$ cat src/rtl/spi_shift_engine_pkg.sv
// Shared definitions for the SPI mode-0 shift engine: FSM states, clock polarity and default sizes.
package spi_shift_engine_pkg;

  typedef enum logic [1:0] {
    IDLE  = 2'd0,
    LEAD  = 2'd1,
    XFER  = 2'd2,
    TRAIL = 2'd3
  } state_t;

  localparam logic SPI_CPOL        = 1'b0;
  localparam int   DEFAULT_DATA_W  = 8;
  localparam int   DEFAULT_CS_HOLD = 2;

  // Width of a counter that must be able to hold max_val itself.
  function automatic int cnt_width(input int max_val);
    return (max_val < 2) ? 1 : $clog2(max_val + 1);
  endfunction

endpackage

$ cat src/rtl/spi_shift_engine_if.sv
// Bundle of host handshake, rategen strobes and SPI pins around the shift engine.
interface spi_shift_engine_if #(
  parameter int DATA_W = 8
);

  logic              start;
  logic [DATA_W-1:0] tx_data;
  logic              busy;
  logic              done;
  logic [DATA_W-1:0] rx_data;
  logic              rate_en;
  logic              rate_sck;
  logic              rate_sample;
  logic              rate_update;
  logic              sck;
  logic              mosi;
  logic              miso;
  logic              cs_n;

  // The engine serves transfer requests, so it is the slave side of this bundle.
  modport slave (
    input  start, tx_data, rate_sck, rate_sample, rate_update, miso,
    output busy, done, rx_data, rate_en, sck, mosi, cs_n
  );

  modport master (
    output start, tx_data, rate_sck, rate_sample, rate_update, miso,
    input  busy, done, rx_data, rate_en, sck, mosi, cs_n
  );

endinterface

$ cat src/rtl/spi_shift_engine.sv
// SPI mode-0 master word engine driven by the 16:1 rategen strobes; frames each word with cs_n.
module spi_shift_engine
  import spi_shift_engine_pkg::*;
#(
  parameter int DATA_W  = DEFAULT_DATA_W,
  parameter int CS_HOLD = DEFAULT_CS_HOLD
) (
  input  logic               clk,
  input  logic               rst,
  spi_shift_engine_if.slave  bus
);

  localparam int CW = cnt_width(DATA_W);
  localparam int HW = cnt_width(CS_HOLD);

  state_t            state_q, state_d;
  logic [DATA_W-1:0] tx_q, tx_d;
  logic [DATA_W-1:0] rx_q, rx_d;
  logic [CW-1:0]     bit_q, bit_d;
  logic [HW-1:0]     hold_q, hold_d;
  logic              busy_q, busy_d;
  logic              done_q, done_d;
  logic [DATA_W-1:0] rx_data_q, rx_data_d;
  logic              rate_en_q, rate_en_d;
  logic              mosi_q, mosi_d;
  logic              cs_n_q, cs_n_d;
  logic [DATA_W-1:0] tx_shifted;

  assign tx_shifted = tx_q << 1;

  always_comb begin
    state_d   = state_q;
    tx_d      = tx_q;
    rx_d      = rx_q;
    bit_d     = bit_q;
    hold_d    = hold_q;
    busy_d    = busy_q;
    done_d    = 1'b0;
    rx_data_d = rx_data_q;
    rate_en_d = rate_en_q;
    mosi_d    = mosi_q;
    cs_n_d    = cs_n_q;

    case (state_q)
      IDLE: begin
        if (bus.start) begin
          tx_d      = bus.tx_data;
          rx_d      = '0;
          bit_d     = '0;
          mosi_d    = bus.tx_data[DATA_W-1];
          cs_n_d    = 1'b0;
          rate_en_d = 1'b1;
          busy_d    = 1'b1;
          state_d   = LEAD;
        end
      end

      // The first update is only the launch edge; MSB is already on mosi.
      LEAD: begin
        if (bus.rate_update) begin
          state_d = XFER;
        end
      end

      // Sample has priority, so a coincident update never shifts.
      XFER: begin
        if (bus.rate_sample) begin
          rx_d = DATA_W'({rx_q, bus.miso});
          if (bit_q != CW'(DATA_W)) begin
            bit_d = bit_q + 1'b1;
          end
        end else if (bus.rate_update) begin
          if (bit_q == CW'(DATA_W)) begin
            rate_en_d = 1'b0;
            hold_d    = '0;
            state_d   = TRAIL;
          end else begin
            tx_d   = tx_shifted;
            mosi_d = tx_shifted[DATA_W-1];
          end
        end
      end

      TRAIL: begin
        if (hold_q == HW'(CS_HOLD - 1)) begin
          cs_n_d    = 1'b1;
          rx_data_d = rx_q;
          done_d    = 1'b1;
          busy_d    = 1'b0;
          mosi_d    = 1'b0;
          bit_d     = '0;
          state_d   = IDLE;
        end else begin
          hold_d = hold_q + 1'b1;
        end
      end

      default: begin
        state_d = IDLE;
      end
    endcase
  end

  always_ff @(posedge clk) begin
    if (rst) begin
      state_q   <= IDLE;
      tx_q      <= '0;
      rx_q      <= '0;
      bit_q     <= '0;
      hold_q    <= '0;
      busy_q    <= 1'b0;
      done_q    <= 1'b0;
      rx_data_q <= '0;
      rate_en_q <= 1'b0;
      mosi_q    <= 1'b0;
      cs_n_q    <= 1'b1;
    end else begin
      state_q   <= state_d;
      tx_q      <= tx_d;
      rx_q      <= rx_d;
      bit_q     <= bit_d;
      hold_q    <= hold_d;
      busy_q    <= busy_d;
      done_q    <= done_d;
      rx_data_q <= rx_data_d;
      rate_en_q <= rate_en_d;
      mosi_q    <= mosi_d;
      cs_n_q    <= cs_n_d;
    end
  end

  // SCK is the only combinational output: rategen's clock gated to the data phase.
  assign bus.sck     = SPI_CPOL ^ (bus.rate_sck & (state_q == XFER));
  assign bus.busy    = busy_q;
  assign bus.done    = done_q;
  assign bus.rx_data = rx_data_q;
  assign bus.rate_en = rate_en_q;
  assign bus.mosi    = mosi_q;
  assign bus.cs_n    = cs_n_q;

endmodule
$ cat src/flat_wrapper.sv
// flat-port wrapper written by rule: the top's interface ports become plain ports
module spi_shift_engine_flat import spi_shift_engine_pkg::*;
#(
  parameter int DATA_W  = DEFAULT_DATA_W,
  parameter int CS_HOLD = DEFAULT_CS_HOLD
)
  (clk, rst, bus_start, bus_tx_data, bus_rate_sck, bus_rate_sample, bus_rate_update, bus_miso, bus_busy, bus_done, bus_rx_data, bus_rate_en, bus_sck, bus_mosi, bus_cs_n);
  spi_shift_engine_if #(.DATA_W(DATA_W)) bus_i ();
  input  logic clk;
  input  logic rst;
  input wire logic [$bits(bus_i.start)-1:0] bus_start;
  input wire logic [$bits(bus_i.tx_data)-1:0] bus_tx_data;
  input wire logic [$bits(bus_i.rate_sck)-1:0] bus_rate_sck;
  input wire logic [$bits(bus_i.rate_sample)-1:0] bus_rate_sample;
  input wire logic [$bits(bus_i.rate_update)-1:0] bus_rate_update;
  input wire logic [$bits(bus_i.miso)-1:0] bus_miso;
  output wire logic [$bits(bus_i.busy)-1:0] bus_busy;
  output wire logic [$bits(bus_i.done)-1:0] bus_done;
  output wire logic [$bits(bus_i.rx_data)-1:0] bus_rx_data;
  output wire logic [$bits(bus_i.rate_en)-1:0] bus_rate_en;
  output wire logic [$bits(bus_i.sck)-1:0] bus_sck;
  output wire logic [$bits(bus_i.mosi)-1:0] bus_mosi;
  output wire logic [$bits(bus_i.cs_n)-1:0] bus_cs_n;
  assign bus_i.start = bus_start;
  assign bus_i.tx_data = bus_tx_data;
  assign bus_i.rate_sck = bus_rate_sck;
  assign bus_i.rate_sample = bus_rate_sample;
  assign bus_i.rate_update = bus_rate_update;
  assign bus_i.miso = bus_miso;
  assign bus_busy = bus_i.busy;
  assign bus_done = bus_i.done;
  assign bus_rx_data = bus_i.rx_data;
  assign bus_rate_en = bus_i.rate_en;
  assign bus_sck = bus_i.sck;
  assign bus_mosi = bus_i.mosi;
  assign bus_cs_n = bus_i.cs_n;
  spi_shift_engine #(.DATA_W(DATA_W), .CS_HOLD(CS_HOLD)) u_core (.clk(clk), .rst(rst), .bus(bus_i));
endmodule
$ cat config.mk
export PLATFORM = sky130hd
export DESIGN_NAME = spi_shift_engine_flat
export DESIGN_NICKNAME = d
export VERILOG_FILES = /design/src/rtl/spi_shift_engine_pkg.sv /design/src/rtl/spi_shift_engine_if.sv /design/src/rtl/spi_shift_engine.sv /design/src/flat_wrapper.sv
export SDC_FILE = /design/constraint.sdc
export NUM_CORES = 1
export LEC_CHECK = 0
export CELL_PAD_IN_SITES_DETAIL_PLACEMENT = 1
export CELL_PAD_IN_SITES_GLOBAL_PLACEMENT = 1
export CORE_MARGIN = 1
export CORE_UTILIZATION = 38
export DETAILED_ROUTE_END_ITERATION = 6
export PLACE_DENSITY_LB_ADDON = 0.08
export SLEW_MARGIN = 10
export SYNTH_ARGS = -nofsm -noshare
export SYNTH_HDL_FRONTEND = slang
export SYNTH_SLANG_ARGS = --single-unit
$ cat constraint.sdc
create_clock -name clk -period 5 [get_ports clk]
set_clock_uncertainty 0.15 [all_clocks]
set_input_delay 0.5 -clock clk [delete_from_list [all_inputs] [get_ports clk]]
set_output_delay 0.5 -clock clk [all_outputs]
set_load 0.05 [all_outputs]
run_1/congestion_map.png
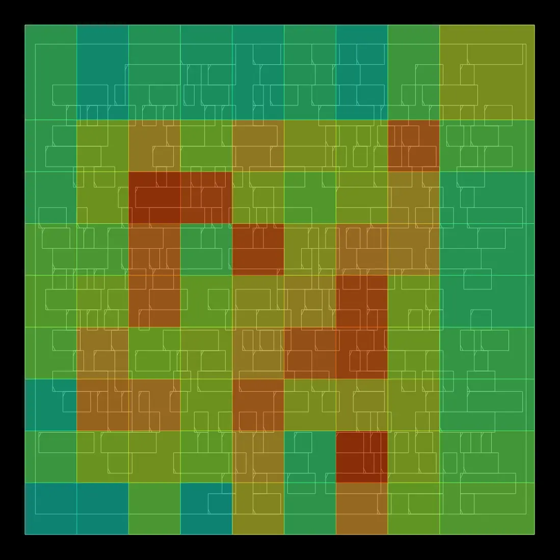
met2 track demand over resource in global routing: 0.355
core utilization of the finished layout: 0.503
most used routing layer in global routing: met2
Global Route met1 Usage: 0.266

run_1/m1.png
Drawn at 4 px/um.
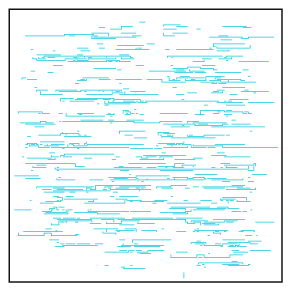
main direction = horizontal
share of all routed wire = 48%
wire length on this layer = 2,040 um
nets with wire on the layer = 215

==> flow_results.xml, run 1 <==
<?xml version="1.0" encoding="UTF-8"?>
<metrics>
  <group name="synthesis">
    <metric name="top_area_cell" unit="">sky130_fd_sc_hd__dfxtp_1</metric>
    <metric name="yosysWarnings" unit="">0</metric>
    <metric name="postSynth.topFlopCell" unit="">sky130_fd_sc_hd__dfxtp_1</metric>
    <metric name="count_of_flip_flops_with_a_built_in_enable_after_synthesis" unit="">0</metric>
    <metric name="synth_seq_share" unit="">0.438</metric>
    <metric name="synth.yosys.num_cells" unit="">195</metric>
    <metric name="post-synth-top-area-fraction" unit="">0.438</metric>
    <metric name="synth.cellmix.simpleShare" unit="">0.195</metric>
    <metric name="synth-adder-area-share" unit="">0.0608</metric>
    <metric name="async_reset_ff_frac" unit="">0</metric>
    <metric name="synth.yosys.chip_area" unit="mm^2">0.00165</metric>
    <metric name="compound_cell_area_share_of_the_yosys_netlist" unit="">0.226</metric>
    <metric name="synth.cells.most_frequent" unit="">sky130_fd_sc_hd__dfxtp_1 (36), sky130_fd_sc_hd__a21oi_1 (27), sky130_fd_sc_hd__nand2_1 (24), sky130_fd_sc_hd__o21ai_0 (16), sky130_fd_sc_hd__nor2_1 (14)</metric>
    <metric name="area_leaders" unit="">sky130_fd_sc_hd__dfxtp_1 (44%), sky130_fd_sc_hd__a21oi_1 (8.2%), sky130_fd_sc_hd__ha_1 (6.1%), sky130_fd_sc_hd__nand2_1 (5.5%), sky130_fd_sc_hd__o21ai_0 (4.9%)</metric>
    <metric name="synth.distinct_cells" unit="">30</metric>
    <metric name="synth-seq-cells" unit="">36</metric>
    <metric name="synthesis.area" unit="mm^2">0.00165</metric>
    <metric name="area_fraction_in_mux_cells" unit="">0.0365</metric>
    <metric name="ys_sh_xor" unit="">0</metric>
    <metric name="post-synth-top-count-cell" unit="">sky130_fd_sc_hd__dfxtp_1</metric>
    <metric name="post_synth_main_logic_family" unit="">AND-OR/OR-AND gates</metric>
    <metric name="post_synth.cell_area_avg" unit="um^2">8.44</metric>
    <metric name="syn_nets" unit="">218</metric>
    <metric name="synthesis.instances" unit="">195</metric>
  </group>
  <group name="clocking">
    <metric name="number_of_sinks_on_the_clock_net" unit="">36</metric>
    <metric name="clock_tree.root_cell" unit="">sky130_fd_sc_hd__clkbuf_8</metric>
    <metric name="cts_resized" unit="">0</metric>
    <metric name="cts_buffers" unit="">5</metric>
    <metric name="cts_tree" unit="">built</metric>
    <metric name="postCtsSetupRepairBufs" unit="">0</metric>
    <metric name="ctsHtreeMaxLevel" unit="">2</metric>
    <metric name="clock.latency.late_pin" unit="ns">0.29</metric>
    <metric name="clock_tree.buffer_depth" unit="">2</metric>
    <metric name="worst_setup_hold_path_clk_slew" unit="ns">0.08</metric>
  </group>
  <group name="setup_path">
    <metric name="path_cells" unit="">inv_1 -&gt; ha_1 -&gt; and2_1 -&gt; clkdlybuf4s50_1</metric>
    <metric name="crit_arrival" unit="ns">2.36</metric>
    <metric name="critical_path_depth" unit="">4</metric>
    <metric name="critical_path.reg2reg.endpoint" unit="">u_core.tx_q[3]</metric>
    <metric name="r2r.worst_path.cells" unit="">6</metric>
    <metric name="timing.critical_path.from_type" unit="">register</metric>
    <metric name="critical_path.max_stage_delay" unit="ns">0.80</metric>
    <metric name="reg2reg_slack" unit="ns">2.43</metric>
    <metric name="timing.critical_path.to_type" unit="">primary output</metric>
    <metric name="critical-path-top-delay-family" unit="">buffers and inverters</metric>
    <metric name="regToRegStartpoint" unit="">u_core.state_q[0]</metric>
    <metric name="crit_buf_inv" unit="">2</metric>
    <metric name="crit_end" unit="">bus_sck</metric>
    <metric name="crit_start" unit="">u_core.state_q[0]</metric>
    <metric name="critical_path_class" unit="">register to primary output</metric>
    <metric name="crit_path_max_fanout" unit="">15</metric>
  </group>
  <group name="sta">
    <metric name="timing_hold_violations_final" unit="">0</metric>
    <metric name="worst-slew-pin-transition" unit="ns">0.914</metric>
    <metric name="rsz0062_at_grt" unit="">no</metric>
    <metric name="total_neg_setup_slack" unit="ns">0</metric>
    <metric name="slew-limit-headroom" unit="">0.388</metric>
    <metric name="hold-worst-slack" unit="ns">0.306</metric>
    <metric name="min_period" unit="ns">3.01</metric>
    <metric name="timing.final.setup_violations" unit="">0</metric>
    <metric name="max_clock_freq" unit="MHz">333</metric>
    <metric name="finalCritPeriodShare" unit="">0.601</metric>
    <metric name="final.setup.worst_slack" unit="ns">1.99</metric>
    <metric name="final_tally_of_max_slew_violations" unit="">0</metric>
  </group>
  <group name="cells_and_area">
    <metric name="logic_area" unit="um^2">852</metric>
    <metric name="final_net_count" unit="">245</metric>
    <metric name="final_design_area_no_fill" unit="mm^2">0.00205</metric>
    <metric name="fraction_of_layout_cells_with_a_size_suffix_above_1" unit="">0.0583</metric>
    <metric name="post_layout_nonfiller_instances" unit="">273</metric>
    <metric name="nNonClkInverters" unit="">10</metric>
    <metric name="clock_area_frac" unit="">0.0457</metric>
    <metric name="syn_to_final_growth" unit="%">24.8</metric>
    <metric name="ff_count" unit="">36</metric>
    <metric name="final-seq-area" unit="um^2">721</metric>
    <metric name="nNonClkBuffers" unit="">29</metric>
    <metric name="num-fill-cells" unit="">492</metric>
    <metric name="largest_class" unit="">combinational gates</metric>
    <metric name="layout.cells.most_common_list" unit="">sky130_fd_sc_hd__dfxtp_1 (36), sky130_fd_sc_hd__clkdlybuf4s50_1 (28), sky130_fd_sc_hd__a21oi_1 (27)</metric>
    <metric name="seqAreaFraction" unit="">0.351</metric>
    <metric name="area.share.combinational" unit="">0.415</metric>
    <metric name="clockBufferCount" unit="">7</metric>
    <metric name="logic_gate_count" unit="">140</metric>
    <metric name="n_antenna_cell" unit="">0</metric>
  </group>
  <group name="power_and_ir_drop">
    <metric name="design_power_total" unit="uW">925</metric>
    <metric name="pwr_density_cell" unit="mW/mm^2">450</metric>
    <metric name="switching_share" unit="">0.387</metric>
    <metric name="total_leakage_power" unit="uW">0.000717</metric>
    <metric name="power.share.combinational" unit="">0.385</metric>
    <metric name="ir_worst_vdd" unit="mV">0.168</metric>
    <metric name="clock_power_share" unit="">0.237</metric>
    <metric name="power-top-group" unit="">combinational logic</metric>
    <metric name="net-switching-power" unit="uW">358</metric>
    <metric name="seq_power_share" unit="">0.378</metric>
    <metric name="power_sequential" unit="uW">350</metric>
    <metric name="internal_power" unit="uW">568</metric>
    <metric name="powerComb" unit="uW">356</metric>
  </group>
  <group name="route">
    <metric name="met2_wirelength" unit="um">2050</metric>
    <metric name="route.top_layer_used" unit="">met4</metric>
    <metric name="detailedRoute.firstPassIterationCount" unit="">4</metric>
    <metric name="dr_wl_met3" unit="um">116</metric>
    <metric name="route.detailed.vias_per_inst" unit="">5.47</metric>
    <metric name="number_of_nets_still_failing_antenna_checks_after_routing" unit="">0</metric>
    <metric name="totalWireLength" unit="um">4250</metric>
    <metric name="wire_per_inst" unit="um">15.6</metric>
    <metric name="remaining_drc_errors" unit="">0</metric>
    <metric name="met1Wirelength" unit="um">2040</metric>
    <metric name="drt-initial-drc-count" unit="">56</metric>
  </group>
  <group name="global_route">
    <metric name="grt_max_degree" unit="">35</metric>
    <metric name="groute.layer.met3.usage" unit="">0.0400</metric>
    <metric name="antenna_violations_before_repair" unit="">0</metric>
    <metric name="global_route.overflow_total" unit="">0</metric>
    <metric name="wire_length_of_the_first_global_routing_pass" unit="um">7160</metric>
    <metric name="grt_pass1_vias" unit="">1560</metric>
    <metric name="gr-usage-all-layers" unit="">0.209</metric>
  </group>
  <group name="place">
    <metric name="place_ws" unit="ns">2.28</metric>
    <metric name="placement.cell_area" unit="mm^2">0.00196</metric>
    <metric name="dp_cells" unit="">265</metric>
    <metric name="numPortBuffers" unit="">28</metric>
    <metric name="gp_routability_congestion" unit="">0.754</metric>
    <metric name="detailed_place_hpwl" unit="um">3070</metric>
  </group>
  <group name="job">
    <metric name="max_cap_violations" unit="">0</metric>
    <metric name="openroad.warnings" unit="">31</metric>
  </group>
  <group name="floorplanning">
    <metric name="total_die_area" unit="mm^2">0.00460</metric>
    <metric name="fp.dieW" unit="um">67.8</metric>
    <metric name="core_util_floorplan" unit="">0.403</metric>
    <metric name="rows" unit="">23</metric>
    <metric name="ios" unit="">29</metric>
    <metric name="chipHeight" unit="um">67.8</metric>
    <metric name="tapCellCount" unit="">50</metric>
    <metric name="coreArea" unit="mm^2">0.00409</metric>
  </group>
  <group name="hold_path">
    <metric name="worst_hold_path.num_cells" unit="">2</metric>
    <metric name="worstHoldStart" unit="">u_core.bus.rx_data[7]</metric>
    <metric name="worst_hold_path_type" unit="">register to register</metric>
  </group>
  <group name="outcome">
    <metric name="outcome" unit="">completed</metric>
  </group>
</metrics>
run_1/closeup.png
Region (38, 38) to (63, 63) um. Cells in grey, sequential cells in the stronger grey; small squares are vias.
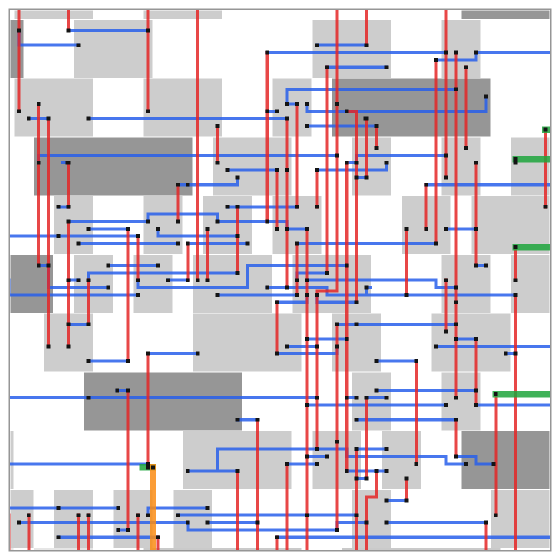
orange -> M4
green -> M3
blue -> M1
red -> M2
cells with their middle in the window = 39
netlist names of flops here include = u_core.tx_q (4)
sequential cells in the window = 4
most frequent = a21oi_1 (8), o21ai_0 (7), or3_1 (6)

==> inputs of run 2 (changes only) <==
==> constraint.sdc (replaced) <==
create_clock -name clk -period 2.8 [get_ports clk]
set_clock_uncertainty 0.15 [all_clocks]
set_input_delay 0.28 -clock clk [delete_from_list [all_inputs] [get_ports clk]]
set_output_delay 0.28 -clock clk [all_outputs]
set_load 0.05 [all_outputs]
run_2/ff_map.png
Drawn at 6 px/um.
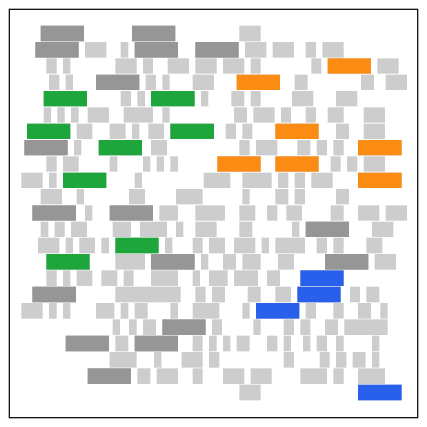
green -> u_core.rx_q  # placed flops 8
blue -> u_core.bit_q  # placed flops 4, where south-east
orange -> u_core.tx_q  # placed flops 7

run_2/closeup.png
Region (38, 38) to (63, 63) um. Cells in grey, sequential cells in the stronger grey; small squares are vias.
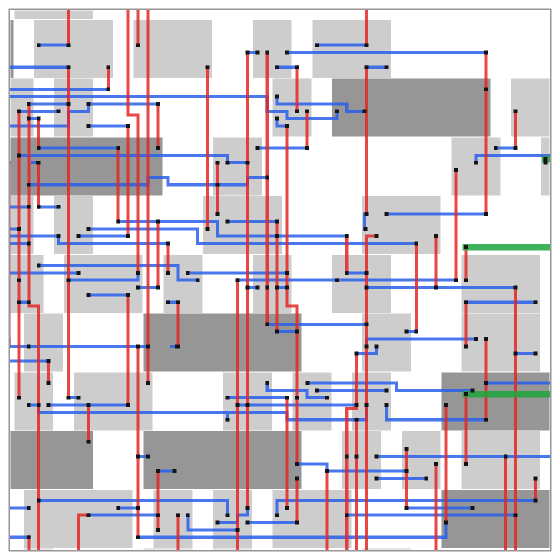
blue -> M1
red -> M2
green -> M3
most frequent = o21ai_0 (7), dfxtp_1 (7)
netlist names of flops here include = u_core.tx_q (7)
sequential cells in the window = 7
cells with their middle in the window = 39

==> flow_results.xml, run 2 <==
<?xml version="1.0" encoding="UTF-8"?>
<metrics>
  <group name="setup_path">
    <metric name="critical_path.max_stage_delay" unit="ns">0.79</metric>
    <metric name="crit_path_max_fanout" unit="">8</metric>
    <metric name="timing.critical_path.to_type" unit="">primary output</metric>
    <metric name="regToRegStartpoint" unit="">u_core.state_q[0]</metric>
    <metric name="crit_start" unit="">u_core.state_q[0]</metric>
    <metric name="timing.critical_path.from_type" unit="">register</metric>
    <metric name="crit_buf_inv" unit="">2</metric>
    <metric name="critical-path-top-delay-family" unit="">buffers and inverters</metric>
    <metric name="reg2reg_slack" unit="ns">0.58</metric>
    <metric name="crit_arrival" unit="ns">2.10</metric>
    <metric name="critical_path_depth" unit="">4</metric>
  </group>
  <group name="route">
    <metric name="route.top_layer_used" unit="">met4</metric>
    <metric name="detailedRoute.firstPassIterationCount" unit="">4</metric>
    <metric name="dr_wl_met3" unit="um">169</metric>
    <metric name="route.detailed.vias_per_inst" unit="">5.58</metric>
    <metric name="drt-initial-drc-count" unit="">75</metric>
    <metric name="remaining_drc_errors" unit="">0</metric>
    <metric name="number_of_nets_still_failing_antenna_checks_after_routing" unit="">0</metric>
    <metric name="totalWireLength" unit="um">4320</metric>
    <metric name="wire_per_inst" unit="um">15.6</metric>
  </group>
  <group name="synthesis">
    <metric name="synth.yosys.chip_area" unit="mm^2">0.00165</metric>
    <metric name="yosysWarnings" unit="">0</metric>
    <metric name="ys_sh_xor" unit="">0</metric>
    <metric name="synth.yosys.num_cells" unit="">195</metric>
    <metric name="synth.cells.most_frequent" unit="">sky130_fd_sc_hd__dfxtp_1 (36), sky130_fd_sc_hd__a21oi_1 (27), sky130_fd_sc_hd__nand2_1 (24), sky130_fd_sc_hd__o21ai_0 (16), sky130_fd_sc_hd__nor2_1 (14)</metric>
    <metric name="async_reset_ff_frac" unit="">0</metric>
    <metric name="synth-adder-area-share" unit="">0.0608</metric>
    <metric name="post-synth-top-count-cell" unit="">sky130_fd_sc_hd__dfxtp_1</metric>
    <metric name="top_area_cell" unit="">sky130_fd_sc_hd__dfxtp_1</metric>
    <metric name="syn_nets" unit="">218</metric>
    <metric name="post_synth.cell_area_avg" unit="um^2">8.44</metric>
    <metric name="post-synth-top-area-fraction" unit="">0.438</metric>
    <metric name="post_synth_main_logic_family" unit="">AND-OR/OR-AND gates</metric>
    <metric name="synth_seq_share" unit="">0.438</metric>
    <metric name="synth-seq-cells" unit="">36</metric>
    <metric name="synth.cellmix.simpleShare" unit="">0.195</metric>
    <metric name="area_leaders" unit="">sky130_fd_sc_hd__dfxtp_1 (44%), sky130_fd_sc_hd__a21oi_1 (8.2%), sky130_fd_sc_hd__ha_1 (6.1%), sky130_fd_sc_hd__nand2_1 (5.5%), sky130_fd_sc_hd__o21ai_0 (4.9%)</metric>
    <metric name="compound_cell_area_share_of_the_yosys_netlist" unit="">0.226</metric>
    <metric name="postSynth.topFlopCell" unit="">sky130_fd_sc_hd__dfxtp_1</metric>
    <metric name="count_of_flip_flops_with_a_built_in_enable_after_synthesis" unit="">0</metric>
  </group>
  <group name="sta">
    <metric name="worst-slew-pin-transition" unit="ns">0.699</metric>
    <metric name="final.setup.worst_slack" unit="ns">0.274</metric>
    <metric name="finalCritPeriodShare" unit="">0.902</metric>
    <metric name="timing_hold_violations_final" unit="">0</metric>
    <metric name="timing.final.setup_violations" unit="">0</metric>
    <metric name="hold-worst-slack" unit="ns">0.308</metric>
    <metric name="max_clock_freq" unit="MHz">396</metric>
    <metric name="final_tally_of_max_slew_violations" unit="">0</metric>
  </group>
  <group name="power_and_ir_drop">
    <metric name="switching_share" unit="">0.374</metric>
    <metric name="clock_power_share" unit="">0.262</metric>
    <metric name="internal_power" unit="uW">1090</metric>
    <metric name="power_sequential" unit="uW">624</metric>
    <metric name="total_leakage_power" unit="uW">0.000742</metric>
    <metric name="ir_worst_vdd" unit="mV">0.355</metric>
    <metric name="net-switching-power" unit="uW">649</metric>
    <metric name="powerComb" unit="uW">659</metric>
  </group>
  <group name="clocking">
    <metric name="cts_tree" unit="">built</metric>
    <metric name="cts_buffers" unit="">5</metric>
    <metric name="postCtsSetupRepairBufs" unit="">0</metric>
    <metric name="clock_tree.buffer_depth" unit="">2</metric>
    <metric name="cts_resized" unit="">0</metric>
  </group>
  <group name="floorplanning">
    <metric name="ios" unit="">29</metric>
    <metric name="fp.dieW" unit="um">67.8</metric>
    <metric name="rows" unit="">23</metric>
    <metric name="core_util_floorplan" unit="">0.403</metric>
  </group>
  <group name="global_route">
    <metric name="wire_length_of_the_first_global_routing_pass" unit="um">6900</metric>
    <metric name="grt_max_degree" unit="">18</metric>
    <metric name="grt_util_met2" unit="">0.369</metric>
    <metric name="groute.layer.met3.usage" unit="">0.0417</metric>
    <metric name="global_route.overflow_total" unit="">0</metric>
    <metric name="antenna_violations_before_repair" unit="">0</metric>
  </group>
  <group name="outcome">
    <metric name="outcome" unit="">completed</metric>
  </group>
  <group name="cells_and_area">
    <metric name="final_net_count" unit="">248</metric>
    <metric name="layout.cells.most_common_list" unit="">sky130_fd_sc_hd__dfxtp_1 (36), sky130_fd_sc_hd__clkdlybuf4s50_1 (28), sky130_fd_sc_hd__a21oi_1 (27)</metric>
    <metric name="postLayoutCoreUtil" unit="">0.513</metric>
    <metric name="nNonClkInverters" unit="">10</metric>
    <metric name="area.share.combinational" unit="">0.407</metric>
    <metric name="post_layout_nonfiller_instances" unit="">276</metric>
    <metric name="clock_area_frac" unit="">0.0532</metric>
    <metric name="syn_to_final_growth" unit="%">27.2</metric>
    <metric name="seqAreaFraction" unit="">0.344</metric>
    <metric name="logic_area" unit="um^2">852</metric>
    <metric name="logic_gate_count" unit="">140</metric>
    <metric name="final_design_area_no_fill" unit="mm^2">0.00209</metric>
  </group>
  <group name="place">
    <metric name="gp_routability_congestion" unit="">0.734</metric>
    <metric name="numPortBuffers" unit="">28</metric>
  </group>
  <group name="hold_path">
    <metric name="worst_hold_path_type" unit="">register to register</metric>
    <metric name="worst_hold_path.num_cells" unit="">2</metric>
  </group>
</metrics>
No activity file was given, so power comes from the tool's default toggle rates.
